File: src/rtl/pmt_gate_counter.sv
// PMT photon gate counter: synchronised edge detect, gated window count, FWFT result FIFO.
// Optional PMT_COUNT_SATURATE_EN: the count saturates instead of wrapping on overflow.
module pmt_gate_counter #(
    parameter int unsigned CNT_W      = 16,
    parameter int unsigned GATE_W     = 24,
    parameter int unsigned FIFO_DEPTH = 4
) (
    input  logic              clk,
    input  logic              reset,
    input  logic              pmt_in,
    input  logic              start,
    input  logic              stop,
    input  logic              continuous,
    input  logic [GATE_W-1:0] gate_len,
    output logic [CNT_W:0]    out_data,
    output logic              out_valid,
    input  logic              out_ready,
    output logic              busy,
    output logic              overrun
);

    localparam int unsigned AW = (FIFO_DEPTH > 1) ? $clog2(FIFO_DEPTH) : 1;

    typedef enum logic [1:0] {
        S_IDLE,
        S_GATE,
        S_LATCH
    } state_e;

    state_e             state_q, state_d;
    logic               s1_q, s2_q, s3_q;
    logic               pmt_edge;
    logic [GATE_W-1:0]  timer_q, timer_d;
    logic [CNT_W-1:0]   count_q, count_d, count_inc;
    logic               ovf_q, ovf_d, inc_ovf;
    logic               cont_q, cont_d;
    logic               overrun_q, overrun_d;
    logic               push, push_ok, pop, full, empty;
    logic [CNT_W:0]     mem_q [FIFO_DEPTH];
    logic [AW:0]        wr_ptr_q, rd_ptr_q;

    assign pmt_edge = s2_q & ~s3_q;

    always_ff @(posedge clk) begin
        if (reset) begin
            s1_q <= 1'b0;
            s2_q <= 1'b0;
            s3_q <= 1'b0;
        end else begin
            s1_q <= pmt_in;
            s2_q <= s1_q;
            s3_q <= s2_q;
        end
    end

    always_comb begin
        count_inc = count_q;
        inc_ovf   = ovf_q;
        if (pmt_edge) begin
            if (&count_q) begin
                inc_ovf = 1'b1;
`ifdef PMT_COUNT_SATURATE_EN
                count_inc = count_q;
`else
                count_inc = '0;
`endif
            end else begin
                count_inc = count_q + 1'b1;
            end
        end
    end

    always_comb begin
        state_d   = state_q;
        timer_d   = timer_q;
        count_d   = count_q;
        ovf_d     = ovf_q;
        cont_d    = cont_q;
        overrun_d = overrun_q;
        push      = 1'b0;
        case (state_q)
            S_IDLE: begin
                if (start && !stop && (gate_len != '0)) begin
                    timer_d   = gate_len;
                    count_d   = '0;
                    ovf_d     = 1'b0;
                    cont_d    = continuous;
                    overrun_d = 1'b0;
                    state_d   = S_GATE;
                end
            end
            S_GATE: begin
                if (stop) begin
                    state_d = S_IDLE;
                end else begin
                    count_d = count_inc;
                    ovf_d   = inc_ovf;
                    timer_d = timer_q - 1'b1;
                    if (timer_q == GATE_W'(1)) state_d = S_LATCH;
                end
            end
            S_LATCH: begin
                push = 1'b1;
                if (full && !pop) overrun_d = 1'b1;
                // Reload counts the LATCH-cycle edge so no edge falls between windows.
                if (cont_q && !stop && (gate_len != '0)) begin
                    timer_d = gate_len;
                    count_d = CNT_W'(pmt_edge);
                    ovf_d   = 1'b0;
                    state_d = S_GATE;
                end else begin
                    state_d = S_IDLE;
                end
            end
            default: state_d = S_IDLE;
        endcase
    end

    always_ff @(posedge clk) begin
        if (reset) begin
            state_q   <= S_IDLE;
            timer_q   <= '0;
            count_q   <= '0;
            ovf_q     <= 1'b0;
            cont_q    <= 1'b0;
            overrun_q <= 1'b0;
        end else begin
            state_q   <= state_d;
            timer_q   <= timer_d;
            count_q   <= count_d;
            ovf_q     <= ovf_d;
            cont_q    <= cont_d;
            overrun_q <= overrun_d;
        end
    end

    // Pointers carry one extra wrap bit to tell full from empty.
    assign empty   = (wr_ptr_q == rd_ptr_q);
    assign full    = (wr_ptr_q[AW] != rd_ptr_q[AW]) &&
                     (wr_ptr_q[AW-1:0] == rd_ptr_q[AW-1:0]);
    assign pop     = out_valid & out_ready;
    assign push_ok = push & (~full | pop);

    always_ff @(posedge clk) begin
        if (reset) begin
            wr_ptr_q <= '0;
            rd_ptr_q <= '0;
            for (int unsigned i = 0; i < FIFO_DEPTH; i++) mem_q[i] <= '0;
        end else begin
            if (push_ok) begin
                mem_q[wr_ptr_q[AW-1:0]] <= {ovf_q, count_q};
                wr_ptr_q                <= wr_ptr_q + 1'b1;
            end
            if (pop) rd_ptr_q <= rd_ptr_q + 1'b1;
        end
    end

    assign out_valid = ~empty;
    assign out_data  = empty ? '0 : mem_q[rd_ptr_q[AW-1:0]];
    assign busy      = (state_q != S_IDLE);
    assign overrun   = overrun_q;

endmodule
File: config.mk
export PLATFORM = sky130hd
export DESIGN_NAME = pmt_gate_counter
export DESIGN_NICKNAME = d
export VERILOG_FILES = /design/src/rtl/pmt_gate_counter.sv
export SDC_FILE = /design/constraint.sdc
export NUM_CORES = 1
export LEC_CHECK = 0
export CORE_AREA = 2 2 125 127
export DETAILED_ROUTE_END_ITERATION = 8
export DIE_AREA = 0 0 127 129
export GPL_TIMING_DRIVEN = 0
export PLACE_DENSITY = 0.7
export SYNTH_ARGS = -nofsm -noshare
export SYNTH_HDL_FRONTEND = slang
export SYNTH_SLANG_ARGS = --single-unit
export TNS_END_PERCENT = 1
File: constraint.sdc
create_clock -name clk -period 4.24 [get_ports clk]
set_clock_uncertainty 0.05 [all_clocks]
set_input_delay 0.636 -clock clk [delete_from_list [all_inputs] [get_ports clk]]
set_output_delay 0.636 -clock clk [all_outputs]
set_load 0.005 [all_outputs]
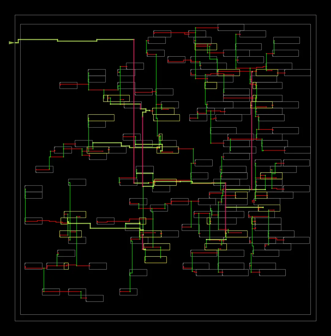
(images/clock_nets.png)
flop count: 124
clk_lat worst skew: 430 ps
CLK BUF: 24
# clock sinks: 124
clock group power: 1.49 mW

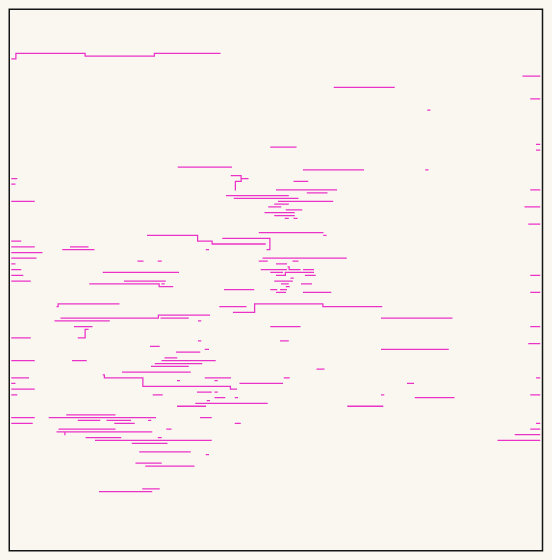
(images/m3.png)
nets with wire on the layer: 108
longest straight run: 27.6 um
wire length on this layer: 1030 um
main direction: horizontal

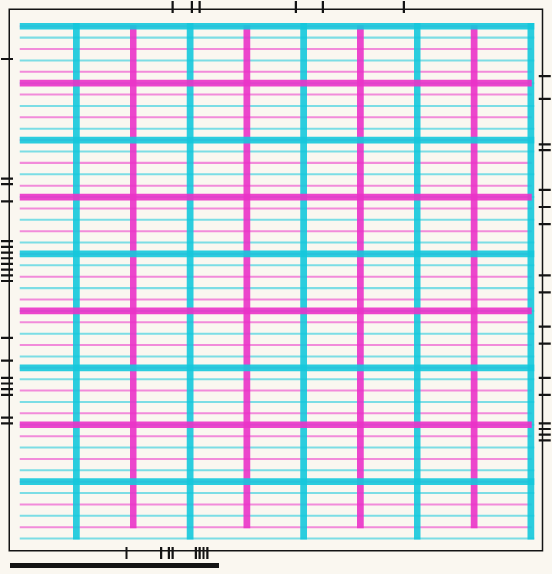
(images/floorplan.png)
Bar = 50 um. Pins as bars on the die edge.
| net | color |
|---|---|
| VDD | magenta |
| VSS | cyan |
met4 straps: 9
met1 rails: 46
met5 straps: 9

==> metrics.cfg <==
[power]
p_clk_frac = 0.379
internal_power_mw = 2.680
maxPowerGroup = clock
p_sw_mw = 1.243
p_seq_frac = 0.369
pwr-share-comb = 0.252
power_mw = 3.923

[setup_path]
cp.depth = 5
cp.required_ps = 3550
r2r-start = state_q[0]$_SDFFE_PP0P_
crit_arrival_ps = 2680
end_kind = output pin
crit_family = buffers and inverters
reg2reg_depth = 8

[cts]
numCtsBuffers = 17
clockRootBuffer = clkbuf_16
clk_pin_slew_worst_paths_ps = 60
cts.path.max_buffers = 2

[final_layout]
post_route_cells_drive_above_1_share = 0.1396
inverters = 23
comb_share = 0.3938
layout_top_cell = and2_1
n_fill_cell = 1322
multi_input_comb_cells = 431

[global_route]
grt_overflow_total = 0
grtUsageMet3 = 0.04241
busiest_layer = met2
antenna_found_initial = 0
use_met1 = 0.2710
grt_pass1_wl_um = 27860

[status]
outcome = complete, no violations

[logic_synthesis]
ys_cells = 619
yosys-top-cells-area = edfxtp_1 31%, dfxtp_1 17%, and2_1 7.5%
yosys_warnings = 0
syn-num-nets = 660
ys_seq_elements = 124
yosys-top-cells-count = 80 x and2_1, 68 x edfxtp_1, 56 x dfxtp_1

[placement]
place_hpwl_um = 11970
dpl_cell_area_um2 = 7443

[final_timing]
finalMaxSlewViolations = 0
rsz0062_at_grt = no

[detailed_routing]
avgViaCountPerCell = 6.012
dr.pass1.iters = 6
wl_um = 17310

[floorplanning]
num_tap_cells = 188

[min_path]
hold_depth = 1

[job]
tool_warnings = 31
drv_cap = 0

[logic make-up (layout without fill, tap and decap cells)]
kind of cell,count (synthesis),count (layout),synth area share
flops,124,124,0.4729
fa+ha+maj,10,10,0.01871
compound gates,132,132,0.1496
simple gates,258,258,0.2277
xor+xnor,7,7,0.009166
mux,24,24,0.06790
buf+inv,64,147,0.05406
[flip-flops by register name, summed over array words and instances, names as in the netlist, named ones only]
| signal | count |
|---|---|
| state_q | 2 |
| s3_q | 1 |
| timer_q | 24 |
| count_q | 16 |
| s2_q | 1 |
| ovf_q | 1 |
| cont_q | 1 |
| mem_q | 68 |
| wr_ptr_q | 3 |
| s1_q | 1 |
| rd_ptr_q | 3 |
| overrun | 1 |
Power and IR drop assume default switching activity.
